<file path="config.mk">
export PLATFORM = sky130hd
export DESIGN_NAME = alu_issue_ctrl
export DESIGN_NICKNAME = d
export VERILOG_FILES = /design/src/rtl/alu_issue_pkg.sv /design/src/rtl/alu_issue_rf.sv /design/src/rtl/alu_issue_ctrl.sv
export SDC_FILE = /design/constraint.sdc
export NUM_CORES = 1
export LEC_CHECK = 0
export CAP_MARGIN = 20
export CORE_MARGIN = 5
export CORE_UTILIZATION = 54
export CTS_BUF_LIST = sky130_fd_sc_hd__clkbuf_4
export CTS_CLUSTER_SIZE = 30
export DETAILED_ROUTE_END_ITERATION = 8
export PLACE_DENSITY = 0.83
export SLEW_MARGIN = 20
export SYNTH_ARGS = -nofsm -noshare
export SYNTH_HDL_FRONTEND = slang
export SYNTH_SLANG_ARGS = --single-unit
</file>
<file path="constraint.sdc">
create_clock -name clk -period 3.5 [get_ports clk]
set_input_delay 0.35 -clock clk [delete_from_list [all_inputs] [get_ports clk]]
set_output_delay 0.35 -clock clk [all_outputs]
set_load 0.01 [all_outputs]
</file>
<file path="src/rtl/alu_issue_pkg.sv">
// alu_issue_pkg: shared types and constants for the ALU issue controller.
// Holds the FSM state encoding, instruction field positions, opcode values
// and a decode helper that splits a 16-bit word into its fields.
package alu_issue_pkg;

  typedef enum logic [1:0] {
    ST_IDLE = 2'd0,
    ST_EXEC = 2'd1,
    ST_RESP = 2'd2
  } state_t;

  // Instruction field bit positions
  localparam int OP_MSB      = 15;
  localparam int OP_LSB      = 12;
  localparam int RD_MSB      = 11;
  localparam int RD_LSB      = 10;
  localparam int RA_MSB      = 9;
  localparam int RA_LSB      = 8;
  localparam int RB_MSB      = 7;
  localparam int RB_LSB      = 6;
  localparam int USE_IMM_BIT = 5;
  localparam int IMM_MSB     = 4;
  localparam int IMM_LSB     = 0;

  // Opcodes, passed through to the external ALU untouched
  localparam logic [3:0] OP_ADD      = 4'h0;
  localparam logic [3:0] OP_ADD_BSHR = 4'h1;
  localparam logic [3:0] OP_AND      = 4'h2;
  localparam logic [3:0] OP_NOTB     = 4'h3;
  localparam logic [3:0] OP_XOR      = 4'h4;
  localparam logic [3:0] OP_EQ       = 4'h5;
  localparam logic [3:0] OP_XNOR     = 4'h6;
  localparam logic [3:0] OP_SHLB     = 4'h7;
  localparam logic [3:0] OP_XOR2     = 4'h8;
  localparam logic [3:0] OP_SUBBA    = 4'h9;
  localparam logic [3:0] OP_NOTA     = 4'hA;
  localparam logic [3:0] OP_OR       = 4'hB;
  localparam logic [3:0] OP_LT       = 4'hC;
  localparam logic [3:0] OP_PASSB    = 4'hD;
  localparam logic [3:0] OP_SHRA     = 4'hE;
  localparam logic [3:0] OP_GT       = 4'hF;

  typedef struct packed {
    logic [3:0] op;
    logic [1:0] rd;
    logic [1:0] ra;
    logic [1:0] rb;
    logic       use_imm;
    logic [4:0] imm;
  } instr_t;

  function automatic instr_t decode_instr(input logic [15:0] w);
    instr_t d;
    d.op      = w[OP_MSB:OP_LSB];
    d.rd      = w[RD_MSB:RD_LSB];
    d.ra      = w[RA_MSB:RA_LSB];
    d.rb      = w[RB_MSB:RB_LSB];
    d.use_imm = w[USE_IMM_BIT];
    d.imm     = w[IMM_MSB:IMM_LSB];
    return d;
  endfunction

endpackage

</file>
<file path="src/rtl/alu_issue_rf.sv">
// alu_issue_rf: 4 x 5-bit register file, two operand read ports, one write port,
// one debug read port. Reads are combinational; write lands on the rising edge.
// No backpressure; synchronous active-high reset clears all registers.
// Ports: clk, rst, we/wa/wd (write), ra_a/rd_a, ra_b/rd_b (operands), dbg_sel/dbg_data.
module alu_issue_rf
  import alu_issue_pkg::*;
(
  input  logic       clk,
  input  logic       rst,
  input  logic       we,
  input  logic [1:0] wa,
  input  logic [4:0] wd,
  input  logic [1:0] ra_a,
  output logic [4:0] rd_a,
  input  logic [1:0] ra_b,
  output logic [4:0] rd_b,
  input  logic [1:0] dbg_sel,
  output logic [4:0] dbg_data
);

  logic [4:0] regs [4];

  always_ff @(posedge clk) begin
    if (rst) begin
      for (int i = 0; i < 4; i++) regs[i] <= '0;
    end else if (we) begin
      regs[wa] <= wd;
    end
  end

  assign rd_a     = regs[ra_a];
  assign rd_b     = regs[rb_idx_unused_guard(ra_b)];
  assign dbg_data = regs[dbg_sel];

  // Identity helper keeps the read-port index expression explicit.
  function automatic logic [1:0] rb_idx_unused_guard(input logic [1:0] idx);
    return idx;
  endfunction

endmodule

</file>
<file path="src/rtl/alu_issue_ctrl.sv">
// alu_issue_ctrl: issues 16-bit instructions to an external combinational ALU and
// writes the 5-bit result back to a 4-entry register file.
// Latency: accept, EXEC, RESP -> at least 3 cycles per instruction.
// Backpressure: instr_ready only in IDLE; result held in RESP until res_ready.
// Ports: clk, rst, instr_valid/instr_ready/instr (in), alu_s/alu_a/alu_b/alu_y (ALU),
//        res_valid/res_ready/res_data/res_rd/res_zero (out), dbg_sel/dbg_data, op_count.
module alu_issue_ctrl
  import alu_issue_pkg::*;
(
  input  logic        clk,
  input  logic        rst,
  input  logic        instr_valid,
  output logic        instr_ready,
  input  logic [15:0] instr,
  output logic [3:0]  alu_s,
  output logic [4:0]  alu_a,
  output logic [4:0]  alu_b,
  input  logic [4:0]  alu_y,
  output logic        res_valid,
  input  logic        res_ready,
  output logic [4:0]  res_data,
  output logic [1:0]  res_rd,
  output logic        res_zero,
  input  logic [1:0]  dbg_sel,
  output logic [4:0]  dbg_data,
  output logic [7:0]  op_count
);

  state_t     state;
  instr_t     d;
  logic [1:0] rd_q;
  logic [4:0] rf_a;
  logic [4:0] rf_b;
  logic       rf_we;

  assign d = decode_instr(instr);

  // The write happens during EXEC; operands were already latched at accept,
  // so an instruction whose rd matches ra/rb sees the pre-write values.
  assign rf_we = (state == ST_EXEC) && !rst;

  alu_issue_rf u_rf (
    .clk      (clk),
    .rst      (rst),
    .we       (rf_we),
    .wa       (rd_q),
    .wd       (alu_y),
    .ra_a     (d.ra),
    .rd_a     (rf_a),
    .ra_b     (d.rb),
    .rd_b     (rf_b),
    .dbg_sel  (dbg_sel),
    .dbg_data (dbg_data)
  );

  always_ff @(posedge clk) begin
    if (rst) begin
      state     <= ST_IDLE;
      alu_s     <= '0;
      alu_a     <= '0;
      alu_b     <= '0;
      rd_q      <= '0;
      res_data  <= '0;
      res_rd    <= '0;
      res_valid <= 1'b0;
      op_count  <= '0;
    end else begin
      case (state)
        ST_IDLE: begin
          if (instr_valid) begin
            alu_s <= d.op;
            alu_a <= rf_a;
            alu_b <= d.use_imm ? d.imm : rf_b;
            rd_q  <= d.rd;
            state <= ST_EXEC;
          end
        end
        ST_EXEC: begin
          // ALU output has settled for a full cycle on the operands latched at accept.
          res_data  <= alu_y;
          res_rd    <= rd_q;
          res_valid <= 1'b1;
          state     <= ST_RESP;
        end
        ST_RESP: begin
          if (res_ready) begin
            res_valid <= 1'b0;
            op_count  <= op_count + 8'd1;
            state     <= ST_IDLE;
          end
        end
        default: state <= ST_IDLE;
      endcase
    end
  end

  assign instr_ready = (state == ST_IDLE);
  assign res_zero    = (res_data == 5'd0);

endmodule

</file>
### Selected gate families, run 1

Scale: 4 px per um.
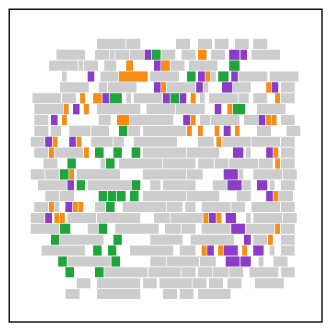
legend:
  green:
    family: and/or cells
    cells: 31
    most_used: and2_1
  purple:
    family: aoi and oai cells
    cells: 40
    most_used: a21oi_1
  orange:
    family: nand cells
    cells: 44
    most_used: nand2_1

### Track usage over the die, run 1

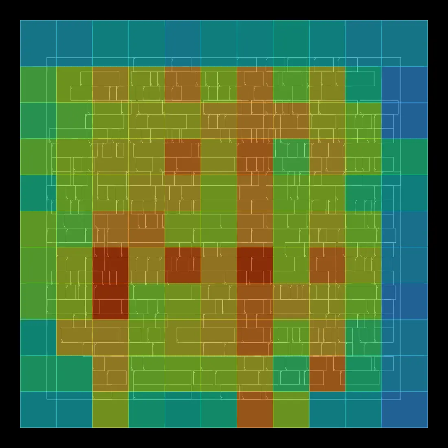
met3 Usage GRT: 5.324%
gr usage total: 18.43%
routed len/inst: 15.79 um
final core utilization: 72.90%
GR met2 Demand/Resource: 29.05%

### Metal 3, run 1

Scale: 6 px per um.
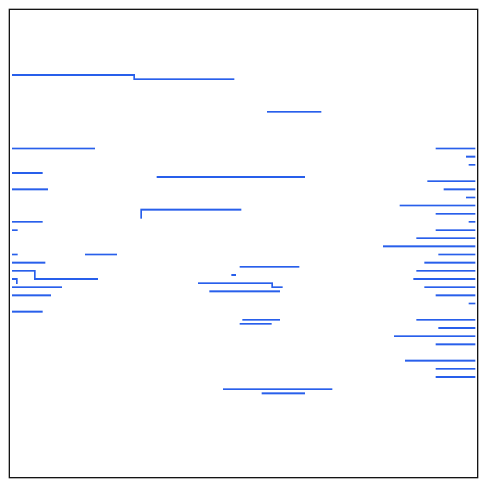
longest straight run: 24.4 um
nets with wire on the layer: 49
wire length on this layer: 418 um

==> changes_impl.md, run 1 <==
### Changed

- Status: finished, final reports clean
- Nets at Floorplan: 255
- RR Startpoint: state[1]
- Post-synth area from yosys stat: 0.002484 mm^2
- Final cell count without fillers: 339
- Critical Path Stages: 3
- Vias: 1882
- Hold path startpoint: alu_a[2]
- CLK BUF: 6
- CTS root buf: clkbuf_4
- Clk. pwr: 337 uW
- CTS tree: built
- Initial antenna violation count: 0
- Yosys reg bits: 54
- CTS H-Tree Depth: 2
- Ant. Diodes: 0
- Sequential fraction of total cell area: 39.81%
- Clock power share: 27.0%
- Chip area: 0.006056 mm^2
- RSZ-0062 raised after global routing: false
- Worst Path Required: 3.15 ns
- Row Count: 24
- HP Class: flip-flop to flip-flop
- Nets@finish: 314
- Seq. cell area: 0.001281 mm^2
- First-iteration detailed-routing DRC count: 154
- Power per Cell Area: 387.8 mW/mm^2
- Area post-placement: 0.003139 mm^2
- Area leader share: 27.41%
- Routed wl met2: 2.503 mm
- Seq pwr share: 56.5%
- Post-synth EDFFs: 20
- Yosys top cell by instances: nand2_1
- Worst Skew: 0.01130 ns
- Worst-margin pin slew: 0.6126 ns
- Vias in the first global route: 1893
- Total negative slack: 0 ns
- Mapped cell area: 0.002484 mm^2
- Largest registers: u_rf.regs x20, op_count x8
- Internal power: 955.8 uW
- Area grow syn2layout: 29.57%
- Clk cell area share: 2.449%
- Critical Path Most Common Cell: clkdlybuf4s50_1
- Die W: 77.82 um
- NonClk Buf Share: 20.06%
- Postcts setup bufs: 0
- Post-route cell area: 0.003218 mm^2
- Multi-input gates: 160
- Resize count post-CTS: 0
- Final WS setup: 1.077 ns
- First-pass GRT wire length: 9.080 mm
- Clk_lat worst skew: 0.36 ns
- Crit path cell chain: clkdlybuf4s50_1, mux4_2, clkdlybuf4s50_1
- Final setup fails: 0
- Comb. cell area: 0.001147 mm^2
- Port-buffer cells: 63
- Routability cong.: 0.7821
- Fillers: 337
- Post-Syn Instances: 227
- Peak Freq: 412.7 MHz
- Num ports: 64
- Pleak: 0.001144 uW
- Max Buffers Root-to-Sink: 2
- Seq_cells: 54
- Logic pwr share: 16.5%
- Largest cell class: sequential cells
- Synth Area per Inst: 10.94 um^2
- Max-slew violation count: 0
- Worst reg2reg path depth: 3
- Seq pwr: 705 uW
- Worst path arrival time: 2.07 ns
- Number of flip-flops in the largest register: 20
- Core footprint: 0.004414 mm^2
- # Max-Cap Violations: 0
- Die Ht: 77.82 um
- Min Hold Slack: 0.4630 ns
- Most instantiated logic cell after routing: clkdlybuf4s50_1
- XORs/XNORs by Area: 0.7053%
- Fa+ha+maj area frac: 0.5038%
- DRC: 0
- Inverters: 0
- Bufs w/o clock: 65
- CP startpoint: dbg_sel[0]
- Max incr delay on CP: 0.66 ns
- Overflow after GRT: 0
- Met1 WL: 2.398 mm
- Power, Total: 1248 uW
- Hold-fix buffers, CTS: 0
- DRT Wirelength: 5.352 mm
- Ys async rst share: 0%
- WHS Endpoint: alu_a[2]
- HPWL Detailed: 3.977 mm
- Buf/Inv on CP: 2
==> run 1 -> run 2 <==
--- a/config.mk
+++ b/config.mk
@@ -7,11 +7,11 @@
 export LEC_CHECK = 0
 export CAP_MARGIN = 20
 export CORE_MARGIN = 5
-export CORE_UTILIZATION = 54
+export CORE_UTILIZATION = 45
 export CTS_BUF_LIST = sky130_fd_sc_hd__clkbuf_4
 export CTS_CLUSTER_SIZE = 30
 export DETAILED_ROUTE_END_ITERATION = 8
-export PLACE_DENSITY = 0.83
+export PLACE_DENSITY = 0.73
 export SLEW_MARGIN = 20
 export SYNTH_ARGS = -nofsm -noshare
 export SYNTH_HDL_FRONTEND = slang
==> constraint.sdc (replaced) <==
create_clock -name clk -period 2.1 [get_ports clk]
set_input_delay 0.21 -clock clk [delete_from_list [all_inputs] [get_ports clk]]
set_output_delay 0.21 -clock clk [all_outputs]
set_load 0.01 [all_outputs]
### Cells coloured by class, run 2

Scale: 4 px per um. Fill, decap, tap and diode cells in grey.
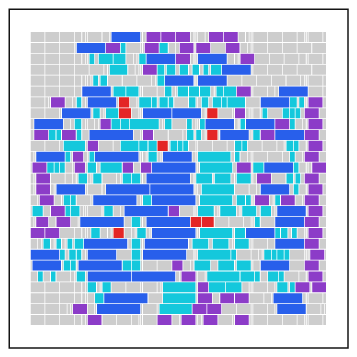
legend:
  red:
    class: clock drivers and dummy loads
    cells: 8
  blue:
    class: registers
    cells: 54
  purple:
    class: remaining buffers and delay cells
    cells: 74
  cyan:
    class: remaining logic cells
    cells: 160

==> run 2 against run 1 <==
Compared with the run above: hold slack got worse by 0.092 ns; sequential share of layout area down 0.91 points; sequential power grew 66%; critical path depth rose by 1; largest power group unchanged.
==> changes_impl.md, run 2 <==
### Changed

- Internal power: 1476 uW
- Largest registers: u_rf.regs x20, op_count x8
- Sw frac: 26.26%
- Post-synth EDFFs: 20
- Yosys reg bits: 54
- Hold Vio Cnt, Final: 0
- CTS H-Tree Depth: 2
- Comb. cell area: 0.001147 mm^2
- Post-synth area from yosys stat: 0.002484 mm^2
- Die Ht: 84.29 um
- Bufs w/o clock: 74
- Yosys top cell by instances: nand2_1
- Area grow syn2layout: 32.59%
- Min Hold Slack: 0.3714 ns
- Area leader share: 27.41%
- FF-to-FF setup slack: 0.59 ns
- Peak Freq: 487.4 MHz
- Critical Path Stages: 4
- Worst reg2reg path depth: 3
- Hold path startpoint: instr[12]
- Largest cell class: sequential cells
- Seq pwr: 1170 uW
- Worst Path Required: 1.89 ns
- Overflow after GRT: 0
- Area post-placement: 0.003224 mm^2
- Final core utilization: 60.55%
- DRC: 0
- Seq. cell area: 0.001281 mm^2
- Critical Path Most Common Cell: clkdlybuf4s50_1
- Pleak: 0.001177 uW
- Post-route cell area: 0.003293 mm^2
- CP startpoint: dbg_sel[0]
- Post-Syn Instances: 227
- Chip area: 0.007105 mm^2
- Max-slew violation count: 0
- HP Class: input port to flip-flop
- Worst path arrival time: 1.84 ns
- RR Startpoint: state[1]
- Logic pwr share: 17.5%
- Resize count post-CTS: 1
- Inverters: 0
- CTS tree: built
- Gr usage total: 15.35%
- Nets@finish: 323
- Worst path top cell family by delay: buffers and inverters
- Port-buffer cells: 63
- Max Buffers Root-to-Sink: 2
- Synth Area per Inst: 10.94 um^2
- Routed len/inst: 14.49 um
- Total negative slack: 0 ns
- Clk cell area share: 1.900%
- Layout cells sized above 1: 16.89%
- Die W: 84.29 um
- Mapped cell area: 0.002484 mm^2
- Status: finished, final reports clean
- HPWL Detailed: 4.175 mm
- Fa+ha+maj area frac: 0.5038%
- Seq_cells: 54
- Vias in the first global route: 1870
- First-iteration detailed-routing DRC count: 149
- Final cell count without fillers: 368
- Power, Total: 2002 uW
- Buf/Inv on CP: 3
- Sequential fraction of total cell area: 38.91%
- NonClk Buf Share: 21.62%
- NetSw: 525.6 uW
- Pin count of the biggest net entering global routing: 22
- Max incr delay on CP: 0.50 ns
- Ant. Diodes: 0
- Number of flip-flops in the largest register: 20
- Most instantiated logic cell after routing: clkdlybuf4s50_1
- Fillers: 466
- Final setup fails: 0
- Worst Skew: 0.01443 ns
- Multi-input gates: 160
- Routability cong.: 0.7804
- Clk_lat worst skew: 0.38 ns
- GR met2 Demand/Resource: 25.82%
- Worst-margin pin slew: 0.4159 ns
- Clk. pwr: 477 uW
- Initial antenna violation count: 0
- # Max-Cap Violations: 0
- Clock power share: 23.8%
- CLK BUF: 5
- Power per Cell Area: 607.8 mW/mm^2
- XORs/XNORs by Area: 0.7053%
- RSZ-0062 raised after global routing: false
- WHS Endpoint: alu_s[0]
- Synth Seq Share: 51.59%
- Final WS setup: 0.04836 ns
- Routed wl met2: 2.573 mm
- Row Count: 27
- Nets at Floorplan: 255
- Ys async rst share: 0%
- Core footprint: 0.005439 mm^2
- Met1 WL: 2.389 mm
- Crit path cell chain: clkdlybuf4s50_1, buf_4, mux4_2, clkdlybuf4s50_1
### Metal 3, run 2

Scale: 6 px per um.
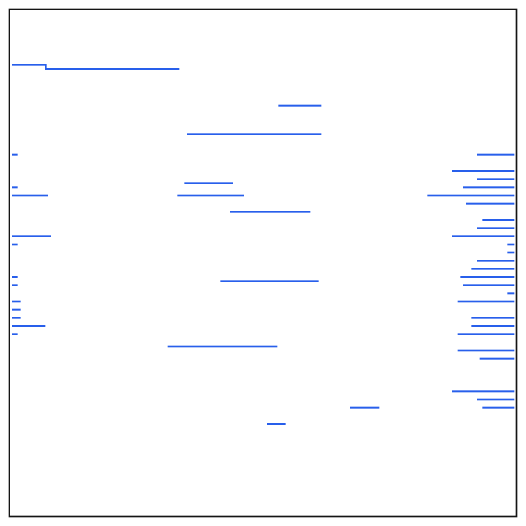
wire length on this layer: 328 um
longest straight run: 22.1 um
nets with wire on the layer: 44
share of all routed wire: 6.2%
main direction: horizontal
DRT Wirelength: 5.334 mm
met3 Usage GRT: 4.220%
Vias: 1913

Power figures rest on the tool's default switching activity, not on a simulated workload.
